Run 1, metal layers overlaid:
Scale bar: 20 um.
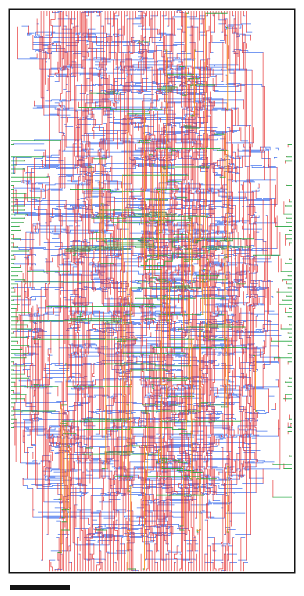
Run 1, metal 4:
Scale bar: 20 um.
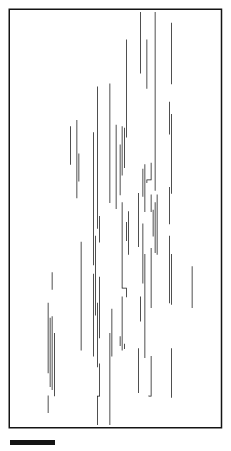
Run 1, placed standard cells:
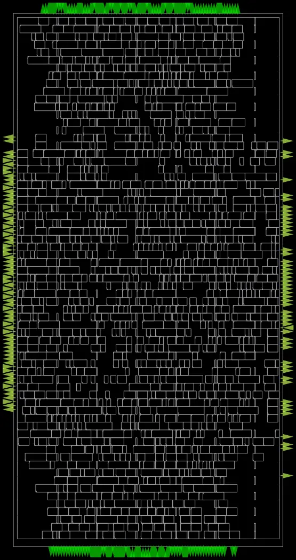
Run 1, selected gate families:
Scale bar: 20 um.
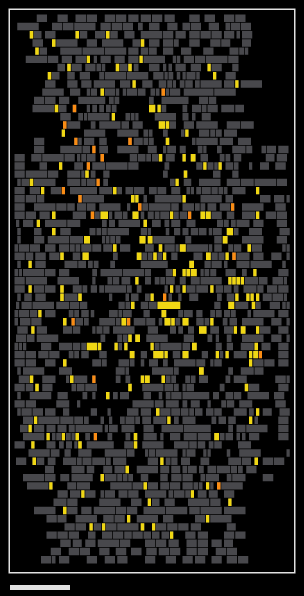
File: src/rtl/fetch_stage.sv
// F stage of the 5-stage MIPS pipeline: PC register, next-PC select and F/D register.
// Optional FETCH_STALL_CNT_EN adds a free-running stall-cycle counter on stall_cycles.
module fetch_stage #(
   parameter logic [31:0] PC_RESET = 32'h0000_3000,
   parameter int unsigned IM_WORDS = 4096
) (
   input  logic        clk,
   input  logic        reset,
   input  logic        stall,
   input  logic [1:0]  D_npc_sel,
   input  logic        D_br_taken,
   input  logic [31:0] D_rs_data,
   input  logic [31:0] im_instr,
   output logic [31:0] im_addr,
   output logic [31:0] F_pc,
   output logic [31:0] D_instr,
   output logic [31:0] D_pc,
   output logic [31:0] D_pc8,
   output logic        D_valid,
   output logic [31:0] stall_cycles
);

   localparam logic [1:0] NPC_SEQ = 2'b00;
   localparam logic [1:0] NPC_BEQ = 2'b01;
   localparam logic [1:0] NPC_J   = 2'b10;
   localparam logic [1:0] NPC_JR  = 2'b11;

   // 33-bit bounds so the end of the window cannot wrap.
   localparam logic [32:0] IM_BASE = {1'b0, PC_RESET};
   localparam logic [32:0] IM_END  = IM_BASE + 33'(IM_WORDS) * 33'd4;

   logic [31:0] pc_plus4;
   logic [31:0] br_offset;
   logic [31:0] br_target;
   logic [31:0] j_target;
   logic [31:0] npc;
   logic [31:0] fetch_word;
   logic        fetch_ok;

   assign pc_plus4  = F_pc + 32'd4;
   assign br_offset = {{14{D_instr[15]}}, D_instr[15:0], 2'b00};
   assign br_target = D_pc + 32'd4 + br_offset;
   assign j_target  = {D_pc[31:28], D_instr[25:0], 2'b00};

   always_comb begin
      npc = pc_plus4;
      if (D_valid) begin
         case (D_npc_sel)
            NPC_SEQ: npc = pc_plus4;
            NPC_BEQ: npc = D_br_taken ? br_target : pc_plus4;
            NPC_J:   npc = j_target;
            NPC_JR:  npc = D_rs_data;
            default: npc = pc_plus4;
         endcase
      end
   end

   // Misaligned or out-of-window fetches become nops; D_pc still records F_pc.
   assign fetch_ok   = (F_pc[1:0] == 2'b00) &&
                       ({1'b0, F_pc} >= IM_BASE) &&
                       ({1'b0, F_pc} < IM_END);
   assign fetch_word = fetch_ok ? im_instr : 32'h0;

   always_ff @(posedge clk) begin
      if (reset) begin
         F_pc    <= PC_RESET;
         D_instr <= 32'h0;
         D_pc    <= PC_RESET;
         D_valid <= 1'b0;
      end else if (!stall) begin
         F_pc    <= npc;
         D_instr <= fetch_word;
         D_pc    <= F_pc;
         D_valid <= 1'b1;
      end
   end

   assign im_addr = F_pc;
   assign D_pc8   = D_pc + 32'd8;

`ifdef FETCH_STALL_CNT_EN
   logic [31:0] stall_cnt;

   always_ff @(posedge clk) begin
      if (reset) begin
         stall_cnt <= 32'h0;
      end else if (stall) begin
         stall_cnt <= stall_cnt + 32'd1;
      end
   end

   assign stall_cycles = stall_cnt;
`else
   assign stall_cycles = 32'h0;
`endif

endmodule

File: config.mk
export PLATFORM = sky130hd
export DESIGN_NAME = fetch_stage
export DESIGN_NICKNAME = d
export VERILOG_FILES = /design/src/rtl/fetch_stage.sv
export SDC_FILE = /design/constraint.sdc
export NUM_CORES = 1
export LEC_CHECK = 0
export ABC_AREA = 0
export CAP_MARGIN = 15
export CORE_ASPECT_RATIO = 2
export CORE_UTILIZATION = 47
export DETAILED_ROUTE_END_ITERATION = 16
export PLACE_DENSITY = 0.82
export SLEW_MARGIN = 15
export SYNTH_ARGS = -nofsm -noshare
export SYNTH_HDL_FRONTEND = slang
export SYNTH_SLANG_ARGS = --single-unit
File: constraint.sdc
create_clock -name clk -period 4.6 [get_ports clk]
set_input_delay 0.92 -clock clk [delete_from_list [all_inputs] [get_ports clk]]
set_output_delay 0.92 -clock clk [all_outputs]
set_load 0.05 [all_outputs]
==> job_summary.md, run 1 <==
### Yosys + OpenROAD results

| Metric | Value |
|---|---|
| CP cell instances | and4_1, and3_1, nand2_1, nor2_1, nand2_1, nor2_1, nand3_1, xnor2_1, clkdlybuf4s50_1 |
| Storage cell area | 1940 sq um |
| Synth flops | 97 |
| Count leader, synth | nor2_1 |
| Comb area | 5310 sq um |
| Avg WL per Cell | 20.1 um |
| IO buf count | 230 |
| Reg2reg start | D_pc[3]$_SDFFE_PP0N_ |
| Reg2reg path depth | 12 |
| Hold EP | D_instr[30]$_SDFFE_PP0N_ |
| Fin area | 10300 sq um |
| Routed WL | 28.2 mm |
| Worst-path cell with the longest stage delay | clkdlybuf4s50_1 |
| Crit Path Class | reg -> out |
| Clk latency late pin | 0.36 ns |
| Final Max Tran Viols | 0 |
| Leak pwr | 4.19 nW |
| P_int | 0.00147 W |
| First-pass GRT wire length | 43.4 mm |
| Placed Cells | 1386 |
| CP delay by family, top | simple AND/OR/NAND/NOR gates |
| Cell type with the largest total area | dfxtp_1 |
| Status | finished, final reports clean |
| Switching power total | 0.000831 W |
| Chip height | 186 um |
| DRT antenna net count | 0 |
| YS chip area | 7990 sq um |
| Total power | 0.00230 W |
| Clock-pin slew on the worst setup and hold paths | 0.07 ns |
| Critical Path RT | 3.68 ns |
| Initial antenna violation count | 0 |
| Synthesized netlist cell count | 1028 |
| Ys cells | 1028 |
| Post-synthesis cell area | 7990 sq um |
| Clk sinks | 97 |
| Drc violations | 0 |
| Final hold viol count | 0 |
| Num CTS Buffers | 9 |
| Synth top cells by count | 136 x nor2_1, 97 x dfxtp_1, 91 x nand2_1, 68 x buf_4, 67 x a21oi_1 |
| Setup WS pre-CTS | 0.644 ns |
| CP endpoint kind | output port |
| Post-CTS Setup Bufs | 0 |
| Sequential share of power | 40.2% |
| Flop count | 97 |
| Number of nets in the layout | 1321 |
| VDD IR max | 0.162 mV |
| Yosys top cell area share | 24.3% |
| Share of layout cells above drive strength 1 | 4.19% |
| Filler cell count in the final layout | 1510 |
| Sw Share | 36.2% |
| DR vias/cell | 6.08 |
| Largest cell class | combinational gates |
| ANT cells | 0 |
Notes on 'metal layers overlaid' above:
colour	layer	wire length
orange	M4	1500 um
red	M2	15300 um
blue	M1	9660 um
green	M3	1730 um

Notes on 'metal 4' above:
wire length on this layer	1500 um
main direction	vertical
nets with wire on the layer	45
share of all routed wire	5.3%
longest straight run	79.6 um

Notes on 'placed standard cells' above:
sequential share of cell area: 18.9%
Final Non-Filler Cells: 1401
Core Box Area: 16700 sq um

Notes on 'selected gate families' above:
colour	family	cells
orange	inv cells	23
yellow	nor cells	172

run 1: state kept, by name, indices dropped and copies added (netlist names):
name,count
F_pc,32
D_valid,1
D_instr,32
D_pc,32
run 1: through the flow:
stage / hold WS (ns) / utilization, %
detailed placement: 0.510 / 59.8
global placement: 0.493 / 59.8
CTS: 0.526 / 61.5
finish: 0.521 / 61.5
floorplan: 0.730 / -
global route: 0.569 / 61.5
run 1: cell families (layout without fill, tap and decap cells):
| family | count (synthesis) | after routing | synth area share (%) |
|---|---|---|---|
| AOI/OAI and AO/OA | 250 | 250 | 20.8 |
| xor gates and xnor gates | 55 | 55 | 6.03 |
| adders and majority gates | 61 | 61 | 9.65 |
| buffers and inverters | 144 | 279 | 10.7 |
| DFF | 97 | 97 | 24.3 |
| muxes | 57 | 57 | 7.16 |
| other | 1 | 32 | 0.0469 |
| and+or+nand+nor | 363 | 363 | 21.2 |
run 1: worst reg2reg max path, stage by stage (launching register included):
cell and delay (ns):
dfxtp_1 0.41, ha_1 0.33, ha_1 0.19, inv_1 0.06
fa_1 0.39, nor2b_1 0.23, o2111ai_1 0.20, a2111oi_2 0.52
o21ai_0 0.18, a21oi_1 0.47, a31oi_1 0.18, or4b_2 0.69
nand3_1 0.10
run 1: routing by layer:
metal / GRT usage (%) / vias up / routed length [um]
met2: 58.3 / 427 / 15300
met4: 18.7 / 0 / 1500
met5: 0 / - / 0
met3: 4.60 / 120 / 1730
met1: 33.1 / 4032 / 9660
li1: - / 3937 / -
run 1: power by group through the flow:
stage | Clock (W) | Combinational, W | Sequential, W
after floorplan | 0 | 0.000377 | 0.00101
after global placement | 0 | 0.000631 | 0.000939
after detailed placement | 0 | 0.000635 | 0.000940
after CTS | 0.000738 | 0.000637 | 0.000921
after global routing | 0.000770 | 0.000674 | 0.000926
final | 0.000733 | 0.000641 | 0.000922
==> run 2, diff against run 1 <==
--- a/config.mk
+++ b/config.mk
@@ -9,9 +9,9 @@
 export CAP_MARGIN = 15
 export CORE_ASPECT_RATIO = 2
 export CORE_UTILIZATION = 47
+export CTS_CLUSTER_SIZE = 10
 export DETAILED_ROUTE_END_ITERATION = 16
 export PLACE_DENSITY = 0.82
-export SLEW_MARGIN = 15
 export SYNTH_ARGS = -nofsm -noshare
 export SYNTH_HDL_FRONTEND = slang
 export SYNTH_SLANG_ARGS = --single-unit
Run 2, metal layers overlaid:
Scale bar: 20 um.
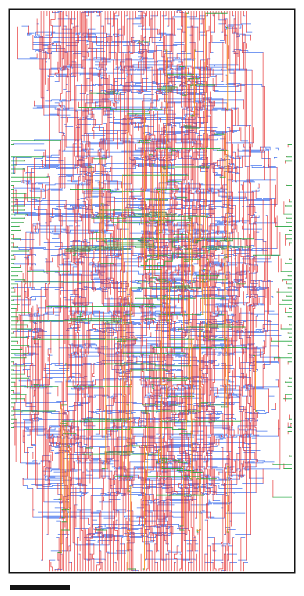
colour	layer	wire length
orange	M4	1500 um
red	M2	15300 um
blue	M1	9660 um
green	M3	1730 um

Run 2, selected gate families:
Scale bar: 20 um.
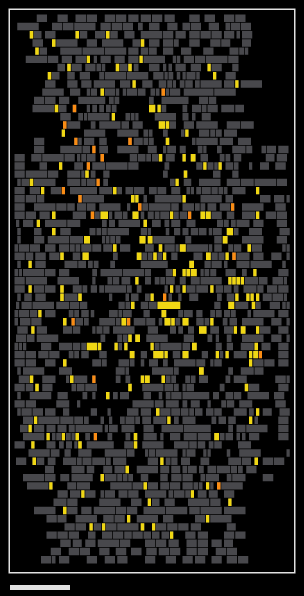
colour	family	cells
orange	inv cells	23
yellow	nor cells	172

==> job_summary.md, run 2 <==
### Yosys + OpenROAD results

| Metric | Value |
|---|---|
| Largest registers | D_instr: 32 flops, D_pc: 32 flops, F_pc: 32 flops |
| ANT cells | 0 |
| Clk pwr share | 31.9% |
| Number of nets in the layout | 1321 |
| Storage cell area | 1940 sq um |
| Reg2reg start | D_pc[3]$_SDFFE_PP0N_ |
| CP endpoint kind | output port |
| Initial antenna violation count | 0 |
| DRT antenna net count | 0 |
| Post-synthesis cell area | 7990 sq um |
| Setup WS pre-CTS | 0.644 ns |
| Synthesized area per cell | 7.77 sq um |
| Leak pwr | 4.19 nW |
| VDD IR max | 0.162 mV |
| Largest cell class | combinational gates |
| Post-CTS Setup Bufs | 0 |
| Switching power total | 0.000831 W |
| Clk sinks | 97 |
| Hold EP | D_instr[30]$_SDFFE_PP0N_ |
| Num CTS Buffers | 9 |
| Clk latency late pin | 0.36 ns |
| Status | finished, final reports clean |
| Drc violations | 0 |
| Share of layout cells above drive strength 1 | 4.19% |
| Worst-path cell with the longest stage delay | clkdlybuf4s50_1 |
| Cell type with the largest total area | dfxtp_1 |
| Avg WL per Cell | 20.1 um |
| Synth flops | 97 |
| Clock-pin slew on the worst setup and hold paths | 0.07 ns |
| CP cell instances | and4_1, and3_1, nand2_1, nor2_1, nand2_1, nor2_1, nand3_1, xnor2_1, clkdlybuf4s50_1 |
| Clock buffers | 10 |
| Synthesized netlist cell count | 1028 |
| Synth top cells by count | 136 x nor2_1, 97 x dfxtp_1, 91 x nand2_1, 68 x buf_4, 67 x a21oi_1 |
| Sequential share of power | 40.2% |
| Final Max Tran Viols | 0 |
| Comb area | 5310 sq um |
| Chip height | 186 um |
| Flop count | 97 |
| YS chip area | 7990 sq um |
| Critical Path RT | 3.68 ns |
| Filler cell count in the final layout | 1510 |
| Total power | 0.00230 W |
| Placed Cells | 1386 |
| Yosys top cell area share | 24.3% |
| Hold Slack | 0.521 ns |
| Ys cells | 1028 |
| Most numerous logic cell after layout | clkdlybuf4s50_1 |
| First-pass GRT wire length | 43.4 mm |
| Final Non-Filler Cells | 1401 |
| IO buf count | 230 |
| Post-layout util | 61.5% |
| Final hold viol count | 0 |
| Fin area | 10300 sq um |
| Core Box Area | 16700 sq um |
| Reg2reg path depth | 12 |
| Routed WL | 28.2 mm |
| P_int | 0.00147 W |
| DR vias/cell | 6.08 |
| Sequential share of cell area | 18.9% |
| Count leader, synth | nor2_1 |
| Worst hold path depth | 2 |
-- run 2: power by group through the flow --
| stage | Combinational (W) | Sequential, W | Clock, W |
|---|---|---|---|
| after floorplan | 0.000377 | 0.00101 | 0 |
| after global placement | 0.000631 | 0.000939 | 0 |
| after detailed placement | 0.000635 | 0.000940 | 0 |
| after CTS | 0.000637 | 0.000921 | 0.000738 |
| after global routing | 0.000674 | 0.000926 | 0.000770 |
| final | 0.000641 | 0.000922 | 0.000733 |
-- run 2: cells by family after synthesis --
family                   Yosys count  share of synthesized area, %
XOR/XNOR                          55                          6.03
AND/OR/NAND/NOR                  363                          21.2
multiplexers                      57                          7.16
adder cells (fa/ha/maj)           61                          9.65
other                              1                        0.0469
flip-flops                        97                          24.3
AND-OR/OR-AND                    250                          20.8
buffers and inverters            144                          10.7
-- run 2: worst max path at each step --
stage                               startpoint   endpoint  slack, ns
after floorplan           D_pc[6]$_SDFFE_PP0N_  D_pc8[29]       0.81
after global placement    D_pc[7]$_SDFFE_PP0N_  D_pc8[31]       0.74
after detailed placement  D_pc[7]$_SDFFE_PP0N_  D_pc8[31]       0.64
after CTS                 D_pc[7]$_SDFFE_PP0N_  D_pc8[31]       0.25
after global routing      D_pc[7]$_SDFFE_PP0N_  D_pc8[29]       0.05
final                     D_pc[7]$_SDFFE_PP0N_  D_pc8[29]       0.27
-- run 2: layer usage --
| layer | GRT usage, % | vias up | wire, um |
|---|---|---|---|
| met5 | 0 | - | 0 |
| met4 | 18.7 | 0 | 1500 |
| met3 | 4.60 | 120 | 1730 |
| met2 | 58.3 | 427 | 15300 |
| met1 | 33.1 | 4032 | 9660 |
| li1 | - | 3937 | - |
No activity file was given, so power comes from the tool's default toggle rates.
